### src/rtl/cpu_cycle_sequencer_pkg.sv
// Shared definitions for the instruction-cycle sequencer and its consumers.
// Holds the sequencer state encoding, the one-hot phase bit positions and
// the width of the memory wait counter. No ports.
package cpu_pkg;

  typedef enum logic [2:0] {
    IDLE,
    FETCH,
    DECODE,
    EXECUTE,
    WRITEBACK,
    FAULT
  } state_t;

  // Bit positions within the one-hot phase bus {WB,EX,DE,FE}
  localparam int PH_FE = 0;
  localparam int PH_DE = 1;
  localparam int PH_EX = 2;
  localparam int PH_WB = 3;

  // Wait counter width; covers WAIT_MAX up to 255
  localparam int WAIT_W = 8;

  // One-hot phase for a state; IDLE and FAULT map to all zeros
  function automatic logic [3:0] phase_onehot(state_t s);
    logic [3:0] p;
    p = '0;
    case (s)
      FETCH:     p[PH_FE] = 1'b1;
      DECODE:    p[PH_DE] = 1'b1;
      EXECUTE:   p[PH_EX] = 1'b1;
      WRITEBACK: p[PH_WB] = 1'b1;
      default:   p = '0;
    endcase
    return p;
  endfunction

endpackage

### src/rtl/cpu_cycle_sequencer_if.sv
// Host-side bundle of the instruction-cycle sequencer.
// Ports: ce/run/step/halt_req/mem_ready driven by the host (master);
// phase/phase_start/instr_done/halted/timeout/instr_count driven by the sequencer (slave).
interface cpu_cycle_sequencer_if #(
  parameter int CNT_W = 16
);
  logic             ce;
  logic             run;
  logic             step;
  logic             halt_req;
  logic             mem_ready;
  logic [3:0]       phase;
  logic             phase_start;
  logic             instr_done;
  logic             halted;
  logic             timeout;
  logic [CNT_W-1:0] instr_count;

  modport master (
    output ce, run, step, halt_req, mem_ready,
    input  phase, phase_start, instr_done, halted, timeout, instr_count
  );

  modport slave (
    input  ce, run, step, halt_req, mem_ready,
    output phase, phase_start, instr_done, halted, timeout, instr_count
  );

endinterface

### src/rtl/cpu_cycle_sequencer_wait_watchdog.sv
// Memory wait-state watchdog shared by the FETCH and EXECUTE phases.
// Ports: clk, rst (sync, active-low), en (advance qualifier), clr (restart count),
// expire (combinational: this enabled wait cycle is the WAIT_MAX-th in a row).
module wait_watchdog
  import cpu_pkg::*;
#(
  parameter int WAIT_MAX = 15
) (
  input  logic clk,
  input  logic rst,
  input  logic en,
  input  logic clr,
  output logic expire
);

  localparam logic [WAIT_W-1:0] LAST = WAIT_W'(WAIT_MAX - 1);

  logic [WAIT_W-1:0] cnt;

  // Fires on the wait cycle whose increment would make the count reach WAIT_MAX
  assign expire = en && !clr && (cnt == LAST);

  always_ff @(posedge clk) begin
    if (!rst) begin
      cnt <= '0;
    end else if (en) begin
      if (clr || expire) cnt <= '0;
      else               cnt <= cnt + WAIT_W'(1);
    end
  end

endmodule

### src/rtl/cpu_cycle_sequencer.sv
// Instruction-cycle sequencer: steps FETCH/DECODE/EXECUTE/WRITEBACK on ce cycles,
// with run/step/halt control and a memory-wait timeout that parks in FAULT.
// Ports: clk, rst (sync, active-low), bus (slave side of cpu_cycle_sequencer_if).
module cpu_cycle_sequencer
  import cpu_pkg::*;
#(
  parameter int WAIT_MAX = 15,
  parameter int CNT_W    = 16
) (
  input  logic                  clk,
  input  logic                  rst,
  cpu_cycle_sequencer_if.slave  bus
);

  state_t state, state_next;
  logic   run_mode, run_mode_next;
  logic   halt_pend, halt_pend_next;
  logic   first;  // current state was entered on the previous ce cycle

  logic [3:0]       phase_q, phase_nx;
  logic             ps_q, ps_nx;
  logic             id_q, id_nx;
  logic             halted_q, halted_nx;
  logic             to_q, to_nx;
  logic [CNT_W-1:0] cnt_q, cnt_nx;

  logic wd_clr, wd_expire;

  // Counter only runs while a memory phase is stalled
  assign wd_clr = bus.mem_ready || !((state == FETCH) || (state == EXECUTE));

  wait_watchdog #(.WAIT_MAX(WAIT_MAX)) u_wd (
    .clk    (clk),
    .rst    (rst),
    .en     (bus.ce),
    .clr    (wd_clr),
    .expire (wd_expire)
  );

  always_ff @(posedge clk) begin
    if (!rst) begin
      state     <= IDLE;
      run_mode  <= 1'b0;
      halt_pend <= 1'b0;
      first     <= 1'b0;
    end else if (bus.ce) begin
      state     <= state_next;
      run_mode  <= run_mode_next;
      halt_pend <= halt_pend_next;
      first     <= (state_next != state);
    end
  end

  always_comb begin
    state_next     = state;
    run_mode_next  = run_mode;
    halt_pend_next = halt_pend;

    case (state)
      IDLE: begin
        if (bus.run) begin
          state_next    = FETCH;
          run_mode_next = 1'b1;
        end else if (bus.step) begin
          state_next    = FETCH;
          run_mode_next = 1'b0;
        end
      end
      FETCH: begin
        if (bus.mem_ready)  state_next = DECODE;
        else if (wd_expire) state_next = FAULT;
      end
      DECODE: state_next = EXECUTE;
      EXECUTE: begin
        if (bus.mem_ready)  state_next = WRITEBACK;
        else if (wd_expire) state_next = FAULT;
      end
      WRITEBACK: begin
        if (halt_pend || bus.halt_req || !run_mode) state_next = IDLE;
        else                                        state_next = FETCH;
      end
      default: state_next = FAULT;
    endcase

    // A stop request waits for the instruction boundary; WRITEBACK consumes it
    if (state == WRITEBACK)  halt_pend_next = 1'b0;
    else if (state != IDLE)  halt_pend_next = halt_pend || bus.halt_req;

    // Outputs report the state processed this cycle; a fault reports immediately
    phase_nx  = (state_next == FAULT) ? 4'b0000 : phase_onehot(state);
    ps_nx     = first && (phase_onehot(state) != 4'b0000) && (state_next != FAULT);
    id_nx     = (state == WRITEBACK);
    halted_nx = (state == IDLE) || (state_next == FAULT);
    to_nx     = to_q || (state_next == FAULT);
    cnt_nx    = (state == WRITEBACK) ? cnt_q + CNT_W'(1) : cnt_q;
  end

  always_ff @(posedge clk) begin
    if (!rst) begin
      phase_q  <= '0;
      ps_q     <= 1'b0;
      id_q     <= 1'b0;
      halted_q <= 1'b1;
      to_q     <= 1'b0;
      cnt_q    <= '0;
    end else if (bus.ce) begin
      phase_q  <= phase_nx;
      ps_q     <= ps_nx;
      id_q     <= id_nx;
      halted_q <= halted_nx;
      to_q     <= to_nx;
      cnt_q    <= cnt_nx;
    end else begin
      ps_q <= 1'b0;
      id_q <= 1'b0;
    end
  end

  assign bus.phase       = phase_q;
  assign bus.phase_start = ps_q;
  assign bus.instr_done  = id_q;
  assign bus.halted      = halted_q;
  assign bus.timeout     = to_q;
  assign bus.instr_count = cnt_q;

endmodule

### src/flat_wrapper.sv
// flat-port wrapper written by rule: the top's interface ports become plain ports
module cpu_cycle_sequencer_flat import cpu_pkg::*;
#(
  parameter int WAIT_MAX = 15,
  parameter int CNT_W    = 16
)
  (clk, rst, bus_ce, bus_run, bus_step, bus_halt_req, bus_mem_ready, bus_phase, bus_phase_start, bus_instr_done, bus_halted, bus_timeout, bus_instr_count);
  cpu_cycle_sequencer_if #(.CNT_W(CNT_W)) bus_i ();
  input  logic clk;
  input  logic rst;
  input wire logic [$bits(bus_i.ce)-1:0] bus_ce;
  input wire logic [$bits(bus_i.run)-1:0] bus_run;
  input wire logic [$bits(bus_i.step)-1:0] bus_step;
  input wire logic [$bits(bus_i.halt_req)-1:0] bus_halt_req;
  input wire logic [$bits(bus_i.mem_ready)-1:0] bus_mem_ready;
  output wire logic [$bits(bus_i.phase)-1:0] bus_phase;
  output wire logic [$bits(bus_i.phase_start)-1:0] bus_phase_start;
  output wire logic [$bits(bus_i.instr_done)-1:0] bus_instr_done;
  output wire logic [$bits(bus_i.halted)-1:0] bus_halted;
  output wire logic [$bits(bus_i.timeout)-1:0] bus_timeout;
  output wire logic [$bits(bus_i.instr_count)-1:0] bus_instr_count;
  assign bus_i.ce = bus_ce;
  assign bus_i.run = bus_run;
  assign bus_i.step = bus_step;
  assign bus_i.halt_req = bus_halt_req;
  assign bus_i.mem_ready = bus_mem_ready;
  assign bus_phase = bus_i.phase;
  assign bus_phase_start = bus_i.phase_start;
  assign bus_instr_done = bus_i.instr_done;
  assign bus_halted = bus_i.halted;
  assign bus_timeout = bus_i.timeout;
  assign bus_instr_count = bus_i.instr_count;
  cpu_cycle_sequencer #(.WAIT_MAX(WAIT_MAX), .CNT_W(CNT_W)) u_core (.clk(clk), .rst(rst), .bus(bus_i));
endmodule
### config.mk
export PLATFORM = sky130hd
export DESIGN_NAME = cpu_cycle_sequencer_flat
export DESIGN_NICKNAME = d
export VERILOG_FILES = /design/src/rtl/cpu_cycle_sequencer_pkg.sv /design/src/rtl/cpu_cycle_sequencer_if.sv /design/src/rtl/cpu_cycle_sequencer_wait_watchdog.sv /design/src/rtl/cpu_cycle_sequencer.sv /design/src/flat_wrapper.sv
export SDC_FILE = /design/constraint.sdc
export NUM_CORES = 1
export LEC_CHECK = 0
export CAP_MARGIN = 20
export CORE_MARGIN = 4
export CORE_UTILIZATION = 57
export DETAILED_ROUTE_END_ITERATION = 12
export MAX_ROUTING_LAYER = met4
export PLACE_DENSITY = 0.84
export SYNTH_ARGS = -nofsm -noshare
export SYNTH_HDL_FRONTEND = slang
export SYNTH_SLANG_ARGS = --single-unit
### constraint.sdc
create_clock -name clk -period 3.2 [get_ports clk]
set_input_delay 0.32 -clock clk [delete_from_list [all_inputs] [get_ports clk]]
set_output_delay 0.32 -clock clk [all_outputs]
set_load 0.02 [all_outputs]
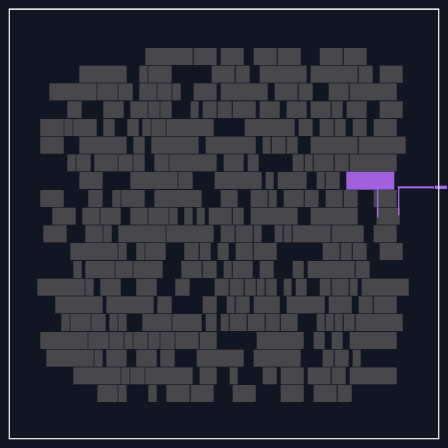
io_fan.png
colour	port	bits	direction	end cells	buffers	wire
purple	bus_instr_done	1	output	1	1	16.6 um

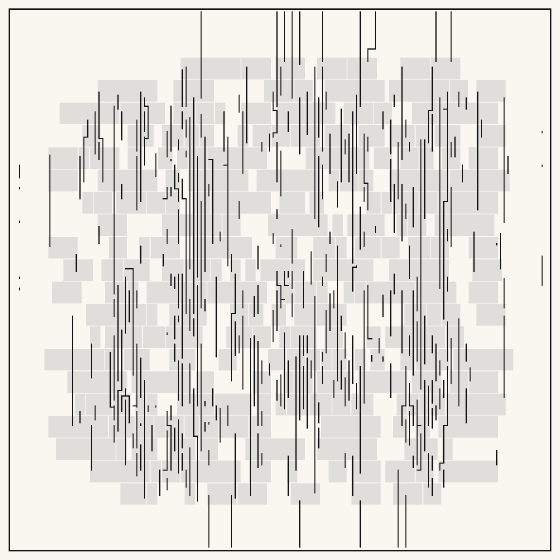
layer_met2.png
Cells faint in the background.
nets with wire on the layer	203
main direction	vertical

==> results.txt <==
Implementation status.

- By instance count after routing, the leading logic cell type is sky130_fd_sc_hd__dfxtp_1.
- Sequential elements use 40.2% of the synthesized area.
- The clock skew is 0.00830 ns.
- The slowest cell on the critical path is sky130_fd_sc_hd__clkdlybuf4s50_1.
- The sequential cell count is 38.
- Sequential cells make up 33.5% of the cell area.
- Buffers added to address setup during post-CTS repair amount to 0.
- Buffers outside the clock tree occupy 13.9% of the routed design's cell area.
- The run finished with clean final reports.
- In this run, distinct cell masters in the synthesized netlist total 44.
- The number of antenna-violating nets in the routed design is 0.
- The routed length per placed instance is 12.8 um.
- The arrival time of data at the worst endpoint is listed as 2.10 ns.
- The pin closest to its max-slew limit shows a slew of 0.511 ns.
- In the layout the commonest cells are sky130_fd_sc_hd__dfxtp_1, sky130_fd_sc_hd__clkdlybuf4s50_1, sky130_fd_sc_hd__nand2_1.
- STA classifies the critical path startpoint as an input port.
- The setup TNS is 0 ns.
- The leakage dissipation is 0.872 nW.
- The post-synthesis area per instance is 8.88 um2.
- The initial antenna violation count is 0.
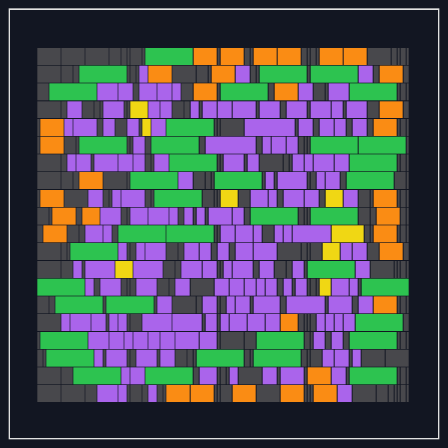
placement_by_type.png
Fill, decap, tap and diode cells in grey.
colour	class	cells	share of their area
yellow	clock drivers and dummy loads	8	2.7%
green	sequential cells	38	34%
orange	remaining buffers and delay cells	32	14%
purple	combinational and other logic	164	49%

-- per-layer routing --
metal	global-route usage, %	vias to the layer above	share of wire (%)
met2	28.3	32	45
met5	-	-	0
met3	4.62	5	3.9
li1	-	799	-
met4	6.22	0	1.1
met1	25.0	706	50
-- cells by family after synthesis --
family	after synthesis	synth area share, %
buffers and inverters	16	3.57
adder cells (fa/ha/maj)	3	1.99
multiplexers	5	2.65
AND-OR/OR-AND	34	13.8
AND/OR/NAND/NOR	101	30.4
flip-flops	38	40.2
XOR/XNOR	16	7.41
-- Yosys cell counts (4+ instances only) --
master	count	area, um2
sky130_fd_sc_hd__nand3_1	10	50.1
sky130_fd_sc_hd__and2_1	13	81.3
sky130_fd_sc_hd__clkbuf_1	4	15.0
sky130_fd_sc_hd__xor2_1	9	78.8
sky130_fd_sc_hd__inv_1	5	18.8
sky130_fd_sc_hd__and3_1	4	25.0
sky130_fd_sc_hd__dfxtp_1	38	761
sky130_fd_sc_hd__buf_2	6	30.0
sky130_fd_sc_hd__a21boi_0	5	37.5
sky130_fd_sc_hd__nand2_1	22	82.6
sky130_fd_sc_hd__nor3_1	7	35.0
sky130_fd_sc_hd__a31oi_1	4	25.0
sky130_fd_sc_hd__nor2b_1	7	43.8
sky130_fd_sc_hd__xnor2_1	7	61.3
sky130_fd_sc_hd__nand2b_1	8	50.1
sky130_fd_sc_hd__o21ai_0	5	25.0
sky130_fd_sc_hd__mux2i_1	5	50.1
sky130_fd_sc_hd__nor2_1	14	52.6
sky130_fd_sc_hd__nand4_1	7	43.8
-- per-stage QoR --
| stage | setup WS (ns) | total power, mW | instance area (um2) |
|---|---|---|---|
| 2_1_floorplan | 1.67 | 0.553 | 1890 |
| 3_3_place_gp | 1.00 | 0.577 | 2210 |
| 3_5_place_dp | 0.938 | 0.578 | 2210 |
| 4_1_cts | 1.32 | 0.830 | 2270 |
| 5_1_grt | 1.21 | 0.864 | 2270 |
| 6_report | 1.34 | 0.825 | 2270 |
-- power by group through the flow --
stage / logic, mW / clock network, mW / registers (mW)
final: 0.0751 / 0.258 / 0.492
after global routing: 0.0829 / 0.286 / 0.494
after CTS: 0.0758 / 0.262 / 0.492
after detailed placement: 0.0755 / 0 / 0.503
after global placement: 0.0744 / 0 / 0.503
after floorplan: 0.0524 / 0 / 0.500
-- final timing paths --
kind / end / cells after the start / from / slack (ns)
worst min register to register: u_core.bus.phase_start$_SDFF_PN0_ / 2 / u_core.first$_SDFFE_PN0P_ / 0.47
worst max register to register: u_core.bus.instr_count[13]$_SDFFE_PN0P_ / 4 / u_core.state[2]$_SDFFE_PN0P_ / 1.49
worst max-delay path: u_core.bus.instr_count[13]$_SDFFE_PN0P_ / 5 / bus_ce / 1.34
worst min-delay path: u_core.bus.phase_start$_SDFF_PN0_ / 2 / u_core.first$_SDFFE_PN0P_ / 0.47
-- sequential cells by signal, indices dropped and copies added, names as in the netlist --
name / cells
u_core.bus.halted: 1
u_core.bus.instr_count: 16
u_core.bus.instr_done: 1
u_core.bus.phase: 4
u_core.bus.phase_start: 1
u_core.bus.timeout: 1
u_core.first: 1
u_core.halt_pend: 1
u_core.run_mode: 1
u_core.state: 3
u_core.u_wd.cnt: 8
Power is estimated from default activity; no workload was simulated.
